## src/rtl/frame_buffer_pkg.sv

```systemverilog
// Shared definitions for the frame buffer read-back path: default resolution,
// width helpers and the dumper state encoding.
package frame_buffer_pkg;

    localparam int unsigned DEF_HOR_ACTIVE_PIXELS = 640;
    localparam int unsigned DEF_VER_ACTIVE_PIXELS = 480;
    localparam int unsigned DEF_PIXELS_PER_WORD   = 8;
    localparam int unsigned DEF_READ_LATENCY      = 1;

    // Counter width that stays at least one bit for degenerate sizes
    function automatic int unsigned clog2_min1(input int unsigned n);
        return (n <= 1) ? 1 : $clog2(n);
    endfunction

    function automatic int unsigned addr_width(input int unsigned h, input int unsigned v);
        return clog2_min1(h * v);
    endfunction

    typedef enum logic [1:0] {
        ST_IDLE  = 2'd0,
        ST_FETCH = 2'd1,
        ST_DRAIN = 2'd2,
        ST_SEND  = 2'd3
    } dump_state_e;

endpackage

```

## src/rtl/pixel_packer.sv

```systemverilog
// Word assembly for the dumper: tracks which slot each in-flight read belongs to
// and drops returning pixels into the word register after READ_LATENCY cycles.
module pixel_packer
    import frame_buffer_pkg::*;
#(
    parameter int unsigned PIXELS_PER_WORD = DEF_PIXELS_PER_WORD,
    parameter int unsigned READ_LATENCY    = DEF_READ_LATENCY
)(
    input  logic                       clk,
    input  logic                       rst,
    input  logic                       clear_i,
    input  logic                       issue_i,
    input  logic                       read_data_i,
    output logic [PIXELS_PER_WORD-1:0] word_o,
    output logic                       slot_last_c,
    output logic                       drain_done_c
);

    localparam int unsigned SLOT_W = clog2_min1(PIXELS_PER_WORD);

    logic [SLOT_W-1:0]                    slot_q, slot_d;
    logic [READ_LATENCY-1:0]              vpipe_q, vpipe_d;
    logic [READ_LATENCY-1:0][SLOT_W-1:0]  spipe_q, spipe_d;
    logic [PIXELS_PER_WORD-1:0]           word_q, word_d;

    always_ff @(posedge clk) begin
        if (rst) begin
            slot_q  <= '0;
            vpipe_q <= '0;
            spipe_q <= '0;
            word_q  <= '0;
        end else begin
            slot_q  <= slot_d;
            vpipe_q <= vpipe_d;
            spipe_q <= spipe_d;
            word_q  <= word_d;
        end
    end

    // Pad slots are never written, so clearing the word zero-fills them
    always_comb begin
        slot_d     = slot_q;
        vpipe_d    = '0;
        spipe_d    = '0;
        word_d     = word_q;
        vpipe_d[0] = issue_i;
        spipe_d[0] = slot_q;
        for (int i = 1; i < int'(READ_LATENCY); i++) begin
            vpipe_d[i] = vpipe_q[i-1];
            spipe_d[i] = spipe_q[i-1];
        end
        if (clear_i) begin
            slot_d = '0;
            word_d = '0;
        end else begin
            if (issue_i) begin
                slot_d = slot_q + SLOT_W'(1);
            end
            if (vpipe_q[READ_LATENCY-1]) begin
                word_d[spipe_q[READ_LATENCY-1]] = read_data_i;
            end
        end
    end

    // During drain only the word's final read remains once it reaches the last stage
    assign drain_done_c = (vpipe_q == (READ_LATENCY'(1) << (READ_LATENCY - 1)));
    assign slot_last_c  = (slot_q == SLOT_W'(PIXELS_PER_WORD - 1));
    assign word_o       = word_q;

endmodule

```

## src/rtl/frame_buffer_dumper.sv

```systemverilog
// Raster-order read-back of the 1-bit frame buffer, packed into words and
// streamed over valid/ready; holds off buffer swaps while a dump is running.
module frame_buffer_dumper
    import frame_buffer_pkg::*;
#(
    parameter  int unsigned HOR_ACTIVE_PIXELS = DEF_HOR_ACTIVE_PIXELS,
    parameter  int unsigned VER_ACTIVE_PIXELS = DEF_VER_ACTIVE_PIXELS,
    parameter  int unsigned PIXELS_PER_WORD   = DEF_PIXELS_PER_WORD,
    parameter  int unsigned READ_LATENCY      = DEF_READ_LATENCY,
    localparam int unsigned ADDR_WIDTH        = addr_width(HOR_ACTIVE_PIXELS, VER_ACTIVE_PIXELS)
)(
    input  logic                       clk,
    input  logic                       rst,
    input  logic                       start,
    output logic                       ready,
    output logic [ADDR_WIDTH-1:0]      read_addr,
    input  logic                       read_data,
    output logic [PIXELS_PER_WORD-1:0] out_data,
    output logic                       out_valid,
    input  logic                       out_ready,
    output logic                       out_last_in_row,
    output logic                       frame_hold,
    output logic                       frame_done
);

    localparam int unsigned XW        = clog2_min1(HOR_ACTIVE_PIXELS);
    localparam int unsigned YW        = clog2_min1(VER_ACTIVE_PIXELS);
    localparam int unsigned LAST_ADDR = HOR_ACTIVE_PIXELS * VER_ACTIVE_PIXELS - 1;

    dump_state_e           state_q, state_d;
    logic [XW-1:0]         x_q, x_d;
    logic [YW-1:0]         y_q, y_d;
    logic [ADDR_WIDTH-1:0] addr_q, addr_d;
    logic                  row_end_q, row_end_d;
    logic                  frame_end_q, frame_end_d;
    logic                  ready_q, ready_d;
    logic                  valid_q, valid_d;
    logic                  last_q, last_d;
    logic                  hold_q, hold_d;
    logic                  done_q, done_d;

    logic issue_c;
    logic clear_c;
    logic slot_last_c;
    logic drain_done_c;
    logic row_last_px_c;
    logic frame_last_row_c;

    pixel_packer #(
        .PIXELS_PER_WORD (PIXELS_PER_WORD),
        .READ_LATENCY    (READ_LATENCY)
    ) u_packer (
        .clk          (clk),
        .rst          (rst),
        .clear_i      (clear_c),
        .issue_i      (issue_c),
        .read_data_i  (read_data),
        .word_o       (out_data),
        .slot_last_c  (slot_last_c),
        .drain_done_c (drain_done_c)
    );

    always_ff @(posedge clk) begin
        if (rst) begin
            state_q     <= ST_IDLE;
            x_q         <= '0;
            y_q         <= '0;
            addr_q      <= '0;
            row_end_q   <= 1'b0;
            frame_end_q <= 1'b0;
            ready_q     <= 1'b1;
            valid_q     <= 1'b0;
            last_q      <= 1'b0;
            hold_q      <= 1'b0;
            done_q      <= 1'b0;
        end else begin
            state_q     <= state_d;
            x_q         <= x_d;
            y_q         <= y_d;
            addr_q      <= addr_d;
            row_end_q   <= row_end_d;
            frame_end_q <= frame_end_d;
            ready_q     <= ready_d;
            valid_q     <= valid_d;
            last_q      <= last_d;
            hold_q      <= hold_d;
            done_q      <= done_d;
        end
    end

    assign row_last_px_c    = (x_q == XW'(HOR_ACTIVE_PIXELS - 1));
    assign frame_last_row_c = (y_q == YW'(VER_ACTIVE_PIXELS - 1));

    always_comb begin
        state_d     = state_q;
        x_d         = x_q;
        y_d         = y_q;
        addr_d      = addr_q;
        row_end_d   = row_end_q;
        frame_end_d = frame_end_q;
        done_d      = 1'b0;
        issue_c     = 1'b0;
        clear_c     = 1'b0;

        unique case (state_q)
            ST_IDLE: begin
                if (start) begin
                    state_d = ST_FETCH;
                    x_d     = '0;
                    y_d     = '0;
                    addr_d  = '0;
                    clear_c = 1'b1;
                end
            end
            ST_FETCH: begin
                issue_c = 1'b1;
                if (row_last_px_c) begin
                    x_d = '0;
                    if (!frame_last_row_c) begin
                        y_d = y_q + YW'(1);
                    end
                end else begin
                    x_d = x_q + XW'(1);
                end
                // Address stops at the last pixel instead of wrapping
                if (addr_q != ADDR_WIDTH'(LAST_ADDR)) begin
                    addr_d = addr_q + ADDR_WIDTH'(1);
                end
                if (slot_last_c || row_last_px_c) begin
                    state_d     = ST_DRAIN;
                    row_end_d   = row_last_px_c;
                    frame_end_d = row_last_px_c && frame_last_row_c;
                end
            end
            ST_DRAIN: begin
                if (drain_done_c) begin
                    state_d = ST_SEND;
                end
            end
            ST_SEND: begin
                if (out_ready) begin
                    clear_c = 1'b1;
                    if (frame_end_q) begin
                        state_d = ST_IDLE;
                        done_d  = 1'b1;
                    end else begin
                        state_d = ST_FETCH;
                    end
                end
            end
            default: state_d = ST_IDLE;
        endcase

        ready_d = (state_d == ST_IDLE);
        hold_d  = (state_d != ST_IDLE);
        valid_d = (state_d == ST_SEND);
        last_d  = (state_d == ST_SEND) && row_end_d;
    end

    assign ready           = ready_q;
    assign read_addr       = addr_q;
    assign out_valid       = valid_q;
    assign out_last_in_row = last_q;
    assign frame_hold      = hold_q;
    assign frame_done      = done_q;

endmodule

```

## config.mk

```make
export PLATFORM = sky130hd
export DESIGN_NAME = frame_buffer_dumper
export DESIGN_NICKNAME = d
export VERILOG_FILES = /design/src/rtl/frame_buffer_pkg.sv /design/src/rtl/pixel_packer.sv /design/src/rtl/frame_buffer_dumper.sv
export SDC_FILE = /design/constraint.sdc
export NUM_CORES = 1
export LEC_CHECK = 0
export ABC_AREA = 1
export CAP_MARGIN = 40
export CORE_UTILIZATION = 55
export DETAILED_ROUTE_END_ITERATION = 16
export PLACE_DENSITY = 0.88
export SETUP_SLACK_MARGIN = 0.15
export SYNTH_ARGS = -nofsm -noshare
export SYNTH_HDL_FRONTEND = slang
export SYNTH_SLANG_ARGS = --single-unit
```

## constraint.sdc

```tcl
create_clock -name clk -period 2.1 [get_ports clk]
set_input_delay 0.42 -clock clk [delete_from_list [all_inputs] [get_ports clk]]
set_output_delay 0.42 -clock clk [all_outputs]
set_load 0.1 [all_outputs]
```

Figure 1. Ports around the boundary.
(6 px per um) Pins as bars across the die edge, other pins in gray.
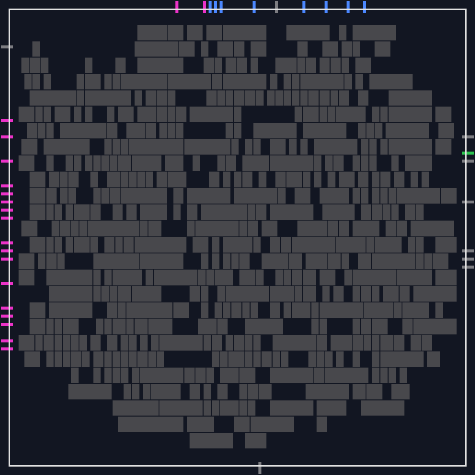
legend:
  green:
    port: out_last_in_row
    pins: 1
    direction: output
    edge: right
  blue:
    port: out_data
    pins: 8
    direction: output
    edge: top
  magenta:
    port: read_addr
    pins: 19
    direction: output
    edge: 17 left, 2 top
all pins by edge: 18 left, 11 top, 7 right, 1 bottom
die span in x: 75.9 um
die span in y: 75.9 um
Port Buffers: 36

Figure 2. Routed metal, one color a layer.
(4 px per um) Only two layers are drawn.
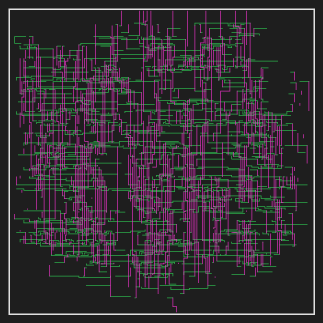
legend:
  green:
    layer: M1
    wire_length: 2950 um
  magenta:
    layer: M2
    wire_length: 3360 um

==> CHANGELOG.md <==
## Implementation

* Status: completed
* Net Switching at 0.682 mW
* Storage element area at between 1000 and 1500 sq um
* VDD IR max at just under 0.4 mV
* Top cells by count, synth: nand2_1 (121), nor2_1 (73), dfxtp_1 (62)
* I/O pins at 37
* Slew headroom at approximately two thirds
* Final WL at between 6 and 7 mm
* Die ar. at 5750 sq um
* RSZ-0062 raised after global routing: true
* H-tree levels at 3
* Clk slew on worst S/H paths at 0.07 ns
* Post-layout util at a little under three quarters
* Pre-Repair DR Iteration Count at 5
* Antenna cells at 0
* Setup CP Type: reg -> reg
* Fp_density at approximately three fifths
* Synthesized netlist cell count at between 400 and 500
* Worst Skew at approximately 0.0099 ns
* Seq power at between 1 and 1.5 mW
* Stage-log warning count at 30
* Yosys top cell by instances: nand2_1
* Share of the synthesized area in the top cell type at about two fifths
* Hold_buf cts at 0
* Top pwr grp: sequential cells
* Top cells, area: dfxtp_1 (41%), nand2_1 (15%), nor2_1 (9.1%)
* Via Count at about 3000
* CP Capture Type: flop
* Primary FF master, synth: dfxtp_1
* CTS tree: yes
* Design area at 3700 sq um
* Layout cell share with drive strength beyond 1 at between 10% and 20%
* Period minus WS final at roughly 1.8 ns
* Number of synthesis warnings at 0
* Simple Share, Synth at 34.9%
* Adder-Cell Fraction of Synth Area at 3.75%
* Initial antenna violation count at 0
* Share of async-settable or async-resettable flops after synthesis at 0%
* CP top delay family: simple AND/OR/NAND/NOR gates
* WL/cell at 12.1 um
* CTS buffer count at 9
* Setup TNS at 0 ns
* Setup Slack @ Placement at 0.100 ns
* Core area at between 5000 and 6000 sq um
* GR Util All Layers at 26.1%
* Floorplan Nets at roughly 450
* Critical Path RT at roughly 2.3 ns
[cell families (layout without fill, tap and decap cells)]
group | after synthesis | after routing
compound gates | 55 | 55
xor+xnor | 9 | 9
fa+ha+maj | 9 | 9
buf+inv | 54 | 109
flops | 62 | 62
simple gates | 251 | 251
[path summary, 6_finish.rpt]
kind         endpoint        from  cells after the start  slack (ns)
max            y_q[7]  state_q[1]                     10        0.26
min            y_q[4]      y_q[4]                      2        0.45
max reg2reg    y_q[7]  state_q[1]                     10        0.26
min reg2reg    y_q[4]      y_q[4]                      2        0.45
[per-layer routing]
layer,track usage [%],vias to the layer above,share of wire [%]
met1,31.4,1348,43
met3,6.75,20,5.0
li1,-,1504,-
met2,42.2,91,49
met4,15.0,0,2.8
met5,0,-,0
[final cells by class]
class | instances | area share, %
clock inverter | 2 | 0.948
inverter | 45 | 4.91
clock buffer | 14 | 5.25
multi-input combinational | 324 | 42.3
timing repair buffer | 48 | 10.0
tap | 70 | 2.37
sequential | 62 | 34.2
[cells in the final DEF, fill, tap and decap left out, drive strengths merged]
cell type and instances:
nor2 75, nand3 39, ha 9, clkdlybuf4s50 4, dfxtp 62, bufinv 1, buf 44, and3 1
a211oi 1, clkinv 1, o21a 1, xor2 9, o21bai 3, clkbuf 14, nand2 124, o21ai 14
nand4 3, a31oi 1, nor3 8, or2 1, a21oi 34, inv 45, a22oi 1
[sequential cells by signal, indices dropped and copies added (netlist names)]
signal                 count
frame_done                 1
ready                      1
u_packer.drain_done_c      1
frame_end_q                1
u_packer.spipe_q           3
out_last_in_row            1
u_packer.word_o            8
out_valid                  1
frame_hold                 1
state_q                    2
read_addr                 19
y_q                        9
x_q                       10
u_packer.slot_q            3
row_end_q                  1
[timing repair]
item,4_1_cts,5_1_grt
endpoints found under the setup margin,0,30
setup buffers,0,5
gates resized,0,12
Power figures rest on the tool's default switching activity, not on a simulated workload.
